<file path="config.mk">
export PLATFORM = sky130hd
export DESIGN_NAME = spike_aer_encoder
export DESIGN_NICKNAME = d
export VERILOG_FILES = /design/src/rtl/spike_aer_encoder.sv
export SDC_FILE = /design/constraint.sdc
export NUM_CORES = 1
export LEC_CHECK = 0
export CAP_MARGIN = 20
export CORE_UTILIZATION = 50
export CTS_BUF_LIST = sky130_fd_sc_hd__clkbuf_4 sky130_fd_sc_hd__clkbuf_8
export CTS_CLUSTER_SIZE = 24
export DETAILED_ROUTE_END_ITERATION = 10
export GPL_TIMING_DRIVEN = 0
export PLACE_DENSITY = 0.73
export SLEW_MARGIN = 20
export SYNTH_ARGS = -nofsm -noshare
export SYNTH_HDL_FRONTEND = slang
export SYNTH_SLANG_ARGS = --single-unit
</file>
<file path="constraint.sdc">
create_clock -name clk -period 4.7 [get_ports clk]
set_input_delay 0.94 -clock clk [delete_from_list [all_inputs] [get_ports clk]]
set_output_delay 0.94 -clock clk [all_outputs]
set_load 0.005 [all_outputs]
</file>
<file path="src/rtl/spike_aer_encoder.sv">
// Address-event encoder: turns qualified LIF spikes into {slot, timestamp} words buffered in a show-ahead FIFO.
// Optional macro AER_DROP_COUNT_EN adds a saturating drop_count output that also drives overflow.
module spike_aer_encoder #(
  parameter int NUM_SLOTS = 4,
  parameter int SLOT_W    = 2,
  parameter int TS_W      = 6,
  parameter int DEPTH     = 8
) (
  input  logic                       clk,
  input  logic                       rst_n,
  input  logic                       slot_valid,
  input  logic [SLOT_W-1:0]          slot_in,
  input  logic                       spike_in,
  input  logic                       frame_tick,
  input  logic                       ev_ready,
  input  logic                       clr_overflow,
  output logic                       ev_valid,
  output logic [SLOT_W-1:0]          ev_slot,
  output logic [TS_W-1:0]            ev_ts,
  output logic [$clog2(DEPTH):0]     fifo_count,
  output logic                       overflow
`ifdef AER_DROP_COUNT_EN
  , output logic [7:0]               drop_count
`endif
);

  localparam int PTR_W = $clog2(DEPTH);
  localparam int CNT_W = PTR_W + 1;
  localparam int EV_W  = SLOT_W + TS_W;
  localparam logic [CNT_W-1:0] FULL = CNT_W'(DEPTH);
  localparam logic [CNT_W-1:0] ONE  = CNT_W'(1);

  if (NUM_SLOTS > (1 << SLOT_W)) begin : g_bad_num_slots
    $error("spike_aer_encoder: NUM_SLOTS exceeds 2**SLOT_W");
  end
  if ((DEPTH < 2) || ((1 << PTR_W) != DEPTH)) begin : g_bad_depth
    $error("spike_aer_encoder: DEPTH must be a power of 2 and at least 2");
  end

  logic [EV_W-1:0]  mem [DEPTH];
  logic [PTR_W-1:0] rd_ptr;
  logic [PTR_W-1:0] wr_ptr;
  logic [TS_W-1:0]  ts;
  logic [EV_W-1:0]  wr_data;
  logic [CNT_W-1:0] count_next;
  logic             push_req;
  logic             pop;
  logic             full;
  logic             push;
  logic             drop;

  assign push_req   = slot_valid & spike_in;
  assign pop        = ev_valid & ev_ready;
  assign full       = (fifo_count == FULL);
  assign push       = push_req & (~full | pop);
  assign drop       = push_req & full & ~pop;
  assign wr_data    = {slot_in, ts};
  assign count_next = fifo_count + CNT_W'(push) - CNT_W'(pop);

  // Storage has no reset; validity is tracked entirely by fifo_count.
  always_ff @(posedge clk) begin
    if (push) begin
      mem[wr_ptr] <= wr_data;
    end
  end

  // Head registers are preloaded so ev_slot/ev_ts never depend on the write port combinationally.
  always_ff @(posedge clk) begin
    if (!rst_n) begin
      ts         <= '0;
      rd_ptr     <= '0;
      wr_ptr     <= '0;
      fifo_count <= '0;
      ev_valid   <= 1'b0;
      ev_slot    <= '0;
      ev_ts      <= '0;
    end else begin
      if (frame_tick) begin
        ts <= ts + TS_W'(1);
      end
      if (push) begin
        wr_ptr <= wr_ptr + PTR_W'(1);
      end
      if (pop) begin
        rd_ptr <= rd_ptr + PTR_W'(1);
      end
      fifo_count <= count_next;
      ev_valid   <= (count_next != '0);
      if (pop) begin
        if (fifo_count == ONE) begin
          {ev_slot, ev_ts} <= wr_data;
        end else begin
          {ev_slot, ev_ts} <= mem[rd_ptr + PTR_W'(1)];
        end
      end else if ((fifo_count == '0) && push) begin
        {ev_slot, ev_ts} <= wr_data;
      end
    end
  end

`ifdef AER_DROP_COUNT_EN
  // A drop coincident with a clear restarts the count at 1 rather than losing the event.
  always_ff @(posedge clk) begin
    if (!rst_n) begin
      drop_count <= '0;
    end else if (clr_overflow) begin
      drop_count <= drop ? 8'd1 : 8'd0;
    end else if (drop && (drop_count != 8'hFF)) begin
      drop_count <= drop_count + 8'd1;
    end
  end

  assign overflow = (drop_count != 8'd0);
`else
  // Sticky flag; a same-cycle drop beats the clear.
  always_ff @(posedge clk) begin
    if (!rst_n) begin
      overflow <= 1'b0;
    end else if (drop) begin
      overflow <= 1'b1;
    end else if (clr_overflow) begin
      overflow <= 1'b0;
    end
  end
`endif

endmodule

</file>
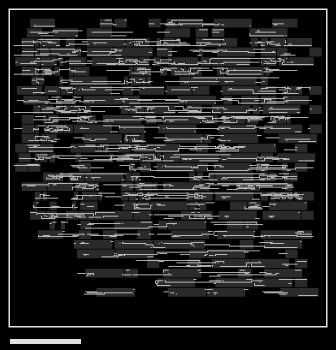
*Met1 routing, run 1*
Scale bar: 20 um. Cells faint in the background.
The wires run mostly horizontal. The longest straight run is 30.4 um. The layer carries 3,280 um of wire. The layer holds 44% of the routed length.
met1 usage: 24.0%
WL final: 7.37 mm
Vias: 2,333

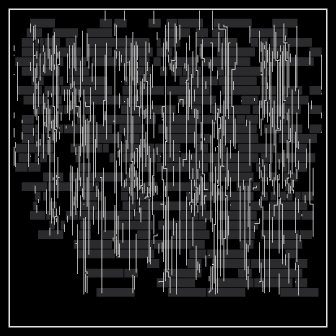
*M2 wires, run 1*
Cells faint in the background.
The layer carries 3,770 um of wire. The wires run mostly vertical. The longest straight run is 40.5 um.
met2 Use GR: 35.9%

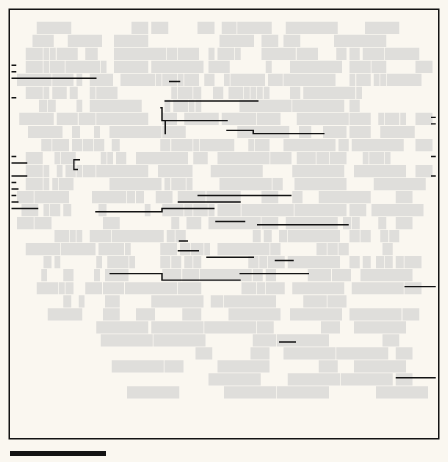
*M3 wires, run 1*
Scale bar: 20 um. Cells faint in the background.
29 nets have wire on it. The wires run mostly horizontal.

==> deck_impl_summary.md, run 1 <==
Key Metrics from the Run

STA
  • Slew HR: 47.2%
  • Skew final: 11.7 ps
  • Final min period: 2950 ps
  • RSZ-0062 raised after global routing: false
  • Final Hold Fails: 0
  • Final period utilization: 62.8%
  • Hold slack: 482 ps
  • Final slew viol count: 0
  • F_max: 339 MHz
  • Final setup vio count: 0

Yosys
  • Commonest cells post-synth: edfxtp_1 (64), dfxtp_1 (26), nand2_1 (20)
  • Ys Warns: 0
  • Post-Synthesis Cells: 290
  • Area share, top type: 50.3%
  • Synthesized area: 3820 um^2
  • Cells in synth_stat.txt: 290
  • Post-synth top area cell: edfxtp_1
  • Async set-or-reset flop fraction in the synthesized netlist: 0%
  • Most frequent cell after synthesis: edfxtp_1

Die
  • Core Region: 7330 um^2
  • Die Y: 89.4 um
  • Initial core utilization: 52.1%
  • Io pins: 23
  • Chip Area: 7990 um^2
  • Die Wd: 89.4 um

Worst setup path
  • Reg-to-Reg End: ev_valid
  • Buf/Inv on CP: 2
  • R2R setup slack: 2350 ps
  • Critical Path AT: 3190 ps
  • Crit-path leading delay family: AND-OR/OR-AND gates
  • Setup CP Type: input port to register
  • Slowest stage delay, CP: 470 ps
  • Crit path depth: 11
  • FF-to-FF Start: fifo_count[2]
  • CP max FO: 7
  • Worst path slowest cell: clkdlybuf4s50_1
  • CP Data Required Time: 4940 ps
  • Register-to-Register Path Depth: 11
  • Crit end category: register
  • Cells along the critical path: clkdlybuf4s50_1 -> nand2_1 -> a31o_2 -> o21ai_0 -> ha_1 -> inv_1 -> fa_1 -> xor2_1 -> nor2_1 -> nor3_1 -> o21ai_0

Clock tree
  • CTS Sinks: 90
  • CTS buffer count: 9
  • Setup bufs post-CTS: 0
  • H-tree level count: 3
  • Post_cts resized: 0
  • Worst-path clk slew: 90 ps
  • Clock latency at the later pin of the worst-skew pair: 350 ps
  • CTS root buffer: clkbuf_8

Routing
  • Metal-1 WL: 3.28 mm
  • Metal3 WL: 265 um
  • Pre-antenna DRT Iters: 5
  • DRT iter0 DRCs: 109
  • Vias/cell: 5.44
  • Met2 WL: 3.77 mm
  • DR top layer: met4

Layout
  • Commonest Layout Cell: edfxtp_1
  • Top Registers: mem (64), ev_ts (6), ts (6)
  • Area growth, synth to finish: 15.7%
  • Fin cells: 429
  • Design Area, Final: 4420 um^2
  • Final Core Density: 60.3%
  • Largest Register: mem
  • Largest register FFs: 64
  • Most instantiated logic cells after routing: edfxtp_1 (64), dfxtp_1 (26), clkdlybuf4s50_1 (22)
  • Share of layout cells above drive strength 1: 14.8%

Pwr
  • Group drawing the most power: sequential cells
  • Sw power: 622 uW
  • Gate power share: 27.4%
  • Comb power: 566 uW
  • P_clk: 543 uW
  • Total power: 2070 uW
  • Clk pwr share: 26.2%
  • Power density over the cells: 468 nW/um^2
  • Share of power burned in registers: 46.4%
  • Seq group: 959 uW

Min path
  • Hold Crit Endpoint: ev_ts[2]
  • Critical hold path startpoint: ev_ts[2]

GRT
  • Largest net degree at the start of global routing: 17
  • Top Usage Layer GRT: met2

Placed design
  • I/O Buffers: 22
  • Final Wtd Congestion: 0.783
  • Half-perimeter wire length after placement: 5.07 mm
  • Placed insts: 413
  • Placed cell area: 4210 um^2

Outcome
  • Status: finished clean

Flow run
  • Tool warnings: 27
## run 1: logic make-up (layout without fill, tap and decap cells)
family	count (synthesis)	after routing	synth area share, %
xor+xnor	12	12	2.95
buf+inv	28	68	3.64
mux	25	25	6.81
flops	90	90	63.9
compound gates	29	29	6.58
fa+ha+maj	9	9	3.14
simple gates	97	97	12.9
## run 1: cell type report
| class | count | area [um^2] | share of cell area [%] |
|---|---|---|---|
| multi-input combinational | 172 | 1280 | 28.9 |
| tap | 99 | 124 | 2.80 |
| buffer | 12 | 78.8 | 1.78 |
| timing repair buffer | 24 | 230 | 5.21 |
| clock inverter | 6 | 71.3 | 1.61 |
| sequential | 90 | 2440 | 55.3 |
| inverter | 16 | 60.1 | 1.36 |
| clock buffer | 10 | 138 | 3.11 |
### Sequential cells grouped by signal name, run 1

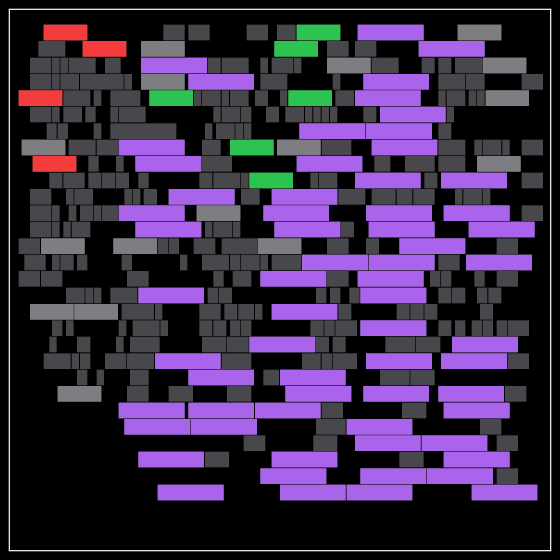

## Run 2: what changed since run 1
--- a/config.mk
+++ b/config.mk
@@ -11,7 +11,7 @@
 export CTS_CLUSTER_SIZE = 24
 export DETAILED_ROUTE_END_ITERATION = 10
 export GPL_TIMING_DRIVEN = 0
-export PLACE_DENSITY = 0.73
+export PLACE_DENSITY = 0.76
 export SLEW_MARGIN = 20
 export SYNTH_ARGS = -nofsm -noshare
 export SYNTH_HDL_FRONTEND = slang
==> constraint.sdc (replaced) <==
create_clock -name clk -period 2.55 [get_ports clk]
set_input_delay 0.51 -clock clk [delete_from_list [all_inputs] [get_ports clk]]
set_output_delay 0.51 -clock clk [all_outputs]
set_load 0.005 [all_outputs]
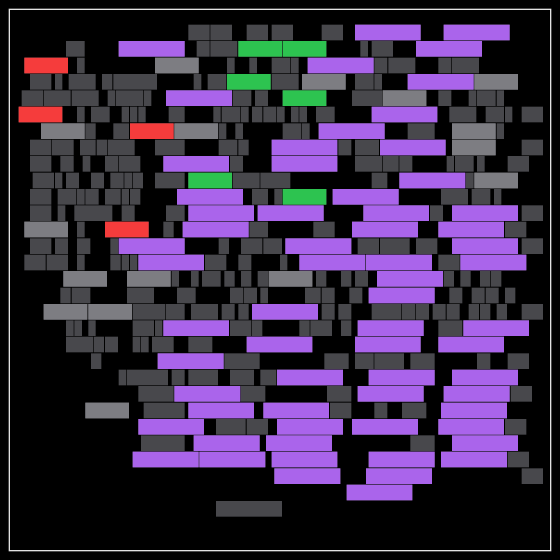
*Sequential cells grouped by signal name, run 2*
fifo_count: marked red, flops 4, where north-west. ts: marked green, flops 6, where north. mem: marked purple, flops 64.

==> run 2 against run 1 <==
Worst hold slack got worse by 9.4 ps. Register-to-register slack worse by 2100 ps. Sequential cell count stayed put. Combinational power is 87% higher. Worst setup slack lost 1600 ps. Sequential share of layout area fell by 0.62 points. Sequential power is 85% higher. Clock skew is 2.6 ps lower. Routed wire length is 1.8% lower. Critical path depth stayed put. Global-route usage decreased by 0.70 points. Area after synthesis stayed put. Critical path type unchanged.
==> deck_impl_summary.md, run 2 <==
Key Metrics from the Run

STA
  • Hold slack: 473 ps (-9.38 ps)
  • Slew HR: 50.8% (+3.7 points)
  • Final Hold Fails: 0 (unchanged)
  • Final min period: 2400 ps
  • Final period utilization: 93.9%

Pwr
  • Power density over the cells: 848 nW/um^2 (+81%)
  • Comb power: 1060 uW (+87%)
  • Gate power share: 28.1% (+0.7 points)
  • Sw power: 1150 uW (+85%)
  • Share of power burned in registers: 46.6% (+0.2 points)
  • P_clk: 963 uW (+77%)

Yosys
  • Post-synth top area cell: edfxtp_1
  • Post-Synthesis Cells: 290 (unchanged)
  • Async set-or-reset flop fraction in the synthesized netlist: 0% (unchanged)
  • Most frequent cell after synthesis: edfxtp_1
  • Post-Synth Adder-Cell Area: 3.14% (unchanged)
  • Yosys xor share: 2.95% (unchanged)
  • Area share, top type: 50.3% (unchanged)
  • Synthesized area: 3820 um^2 (unchanged)
  • Commonest cells post-synth: edfxtp_1 (64), dfxtp_1 (26), nand2_1 (20)
  • Mux share: 6.81% (unchanged)

Clock tree
  • Clock latency at the later pin of the worst-skew pair: 350 ps (about the same)
  • CTS root buffer: clkbuf_8
  • H-tree level count: 3 (unchanged)
  • Worst-path clk slew: 90 ps (about the same)
  • Post_cts resized: 2 (+2)
  • Setup bufs post-CTS: 0 (unchanged)

GRT
  • Largest net degree at the start of global routing: 17 (unchanged)
  • Met2 Use GR: 33.7% (-2.2 points)

Outcome
  • Status: finished clean

Routing
  • Metal3 WL: 252 um (-4.9%)
  • DRT iter0 DRCs: 101 (-7.3%)
  • Met2 WL: 3.64 mm (-3.4%)
  • Pre-antenna DRT Iters: 4 (-1)
  • Vias: 2,340 (+0.30%)

Die
  • Core Region: 7330 um^2 (unchanged)
  • Io pins: 23 (unchanged)
  • Initial core utilization: 52.1% (unchanged)
  • Die Y: 89.4 um (unchanged)

Worst setup path
  • Cells along the critical path: clkdlybuf4s50_1 -> nand2_2 -> a31o_4 -> o21ai_1 -> ha_1 -> inv_1 -> fa_1 -> xor2_1 -> nor2_1 -> nor3_1 -> o21ai_1
  • Crit-path leading delay family: adder cells

Layout
  • Fin cells: 430 (+0.23%)
  • Final Core Density: 61.0% (+0.68 points)
  • Largest register FFs: 64 (unchanged)
  • Share of layout cells above drive strength 1: 16.3% (+1.5 points)

Placed design
  • Placed cell area: 4210 um^2 (-0.12%)
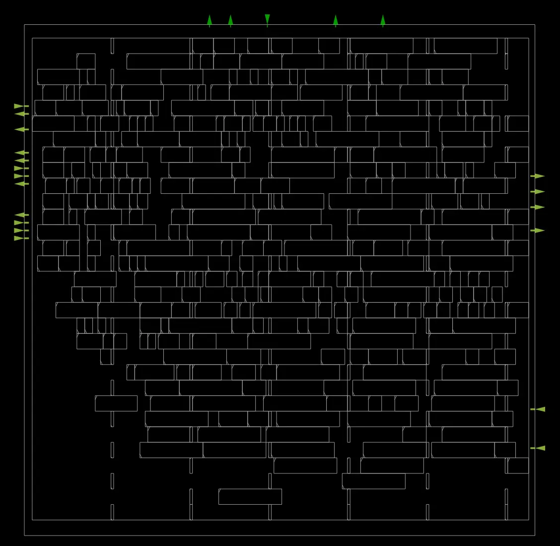
*Placed standard cells, run 2*
# rows: 31
Fill cells: 564

run 2: cell count changes in the layout (fill, tap and decap cells not counted), sizes merged:
cell / before / now
clkinvlp: 0 / 2
inv: 18 / 17
run 2: cell type report:
class                   count  area (um^2)  area share (%)
repair buffers             25          250            5.60
multi-input cells         172         1310            29.3
flip-flops and latches     90         2440            54.6
inverters                  16         60.1            1.34
clock inverters             7         77.6            1.74
well taps                  99          124            2.77
plain buffers              12         81.3            1.82
clock buffers               9          124            2.77
run 2: final timing paths:
check                                    from        to  slack, ps  depth (start not counted)
worst max-delay path                 ev_ready  ev_valid        150                         11
worst min-delay path                 ev_ts[5]  ev_ts[5]        470                          2
worst max register to register  fifo_count[2]  ev_valid        250                         11
worst min register to register       ev_ts[5]  ev_ts[5]        470                          2
### M2 wires, run 2

Cells faint in the background.
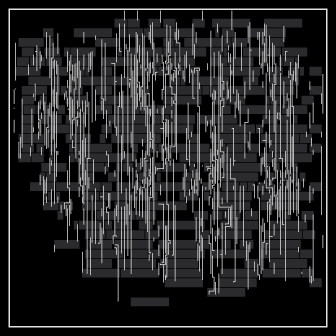

## Run 3: what changed since run 2
--- a/config.mk
+++ b/config.mk
@@ -11,7 +11,7 @@
 export CTS_CLUSTER_SIZE = 24
 export DETAILED_ROUTE_END_ITERATION = 10
 export GPL_TIMING_DRIVEN = 0
-export PLACE_DENSITY = 0.76
+export PLACE_DENSITY = 0.72
 export SLEW_MARGIN = 20
 export SYNTH_ARGS = -nofsm -noshare
 export SYNTH_HDL_FRONTEND = slang
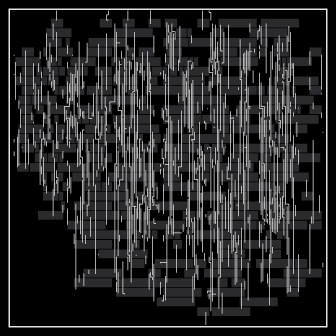
*M2 wires, run 3*
Cells faint in the background.
The wires run mostly vertical. The longest straight run is 34.5 um. The layer carries 3,880 um of wire. The layer holds 50% of the routed length.
WL final: 7.71 mm
Vias: 2,409
met2 Use GR: 34.7%

==> run 3 against run 2 <==
Sequential share of layout area up 0.40 points. First-iteration DRC count up 47%. Global-route usage up 1.5 points. Clock power fell by 3.2%. Sequential power is essentially flat. Final cell count increased by 0.23%. Register-to-register slack barely moved. Non-clock buffer count is 1 higher. Critical path type unchanged. Final area down 0.73%. Die size unchanged. Worst hold slack got worse by 3.8 ps.
==> deck_impl_summary.md, run 3 <==
Key Metrics from the Run

Outcome
  • Status: finished clean

Die
  • Core Region: 7330 um^2 (unchanged)
  • Io pins: 23 (unchanged)
  • # rows: 31 (unchanged)
  • Initial core utilization: 52.1% (unchanged)
  • Die Y: 89.4 um (unchanged)

Yosys
  • Post-synth top area cell: edfxtp_1
  • Yosys xor share: 2.95% (unchanged)
  • Commonest cells post-synth: edfxtp_1 (64), dfxtp_1 (26), nand2_1 (20)
  • Post-Synthesis Cells: 290 (unchanged)
  • Synthesized area: 3820 um^2 (unchanged)
  • Most frequent cell after synthesis: edfxtp_1
  • Area share, top type: 50.3% (unchanged)
  • Main area contributors: edfxtp_1 (50%), dfxtp_1 (14%), mux2i_1 (4.5%)
  • Mux share: 6.81% (unchanged)
  • Async set-or-reset flop fraction in the synthesized netlist: 0% (unchanged)

Worst setup path
  • Register-to-Register Path Depth: 5 (-6)
  • FF-to-FF Start: fifo_count[2]
  • R2R setup slack: 240 ps (about the same)
  • Crit path depth: 5 (-6)
  • Worst Setup EP: mem[1][5]
  • Cells along the critical path: clkdlybuf4s50_1 -> nand2_2 -> a31oi_1 -> nand2_1 -> nor3_2
  • First element of the critical path: ev_ready

GRT
  • Largest net degree at the start of global routing: 19 (+2)

Routing
  • DRT iter0 DRCs: 148 (+47%)
  • Drt drc: 0
  • Pre-antenna DRT Iters: 4 (unchanged)

Min path
  • Hold Crit Endpoint: rd_ptr[1]
  • Hold Crit Depth: 2 (unchanged)

Placed design
  • Placed cell area: 4230 um^2 (+0.48%)

Pwr
  • Sw power: 1200 uW (+3.8%)
  • Power density over the cells: 846 nW/um^2 (-0.22%)
  • Worst VDD drop: 0.619 mV
  • Gate power share: 28.1% (about the same)

STA
  • Final Hold Fails: 0 (unchanged)
  • Final period utilization: 96.0% (+2.1 points)
  • Slew HR: 42.0% (-8.9 points)
  • Final min period: 2450 ps (+53.0 ps)
  • Hold slack: 469 ps (-3.79 ps)

Layout
  • Most instantiated logic cells after routing: edfxtp_1 (64), dfxtp_1 (26), clkdlybuf4s50_1 (22)
  • Fin cells: 431 (+0.23%)
  • Final Core Density: 60.5% (-0.44 points)
  • Largest register FFs: 64 (unchanged)
  • Share of layout cells above drive strength 1: 16.9% (+0.55 points)

Clock tree
  • CTS root buffer: clkbuf_8
  • Worst-path clk slew: 90 ps (about the same)
  • Clock latency at the later pin of the worst-skew pair: 360 ps (about the same)
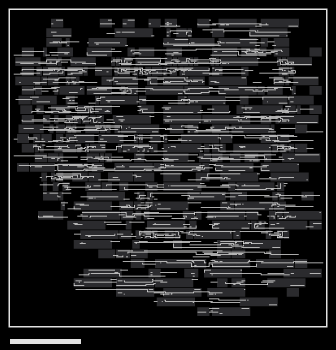
*Met1 routing, run 3*
Scale bar: 20 um. Cells faint in the background.
The longest straight run is 30.4 um. 318 nets have wire on it. The wires run mostly horizontal. The layer carries 3,360 um of wire.

## run 3: routing by layer
| metal | share of wire, % | global-route usage [%] |
|---|---|---|
| met4 | 0.52 | 7.79 |
| met1 | 44 | 27.9 |
| met2 | 50 | 34.7 |
| met5 | 0 | 0 |
| met3 | 5.5 | 3.88 |
## run 3: final cells by class
type                    instances  area, um^2  area share (%)
plain buffers                  12        81.3            1.83
repair buffers                 26         245            5.53
flip-flops and latches         90        2440            55.0
well taps                      99         124            2.79
clock inverters                 7        66.3            1.49
multi-input cells             172        1290            29.2
inverters                      16        60.1            1.35
clock buffers                   9         124            2.79
## run 3: timing repair
item / 4_1_cts / 5_1_grt
endpoints found under the setup margin: 0 / 33
gates resized: 0 / 7
setup buffers: 0 / 0
Power and IR drop assume default switching activity.
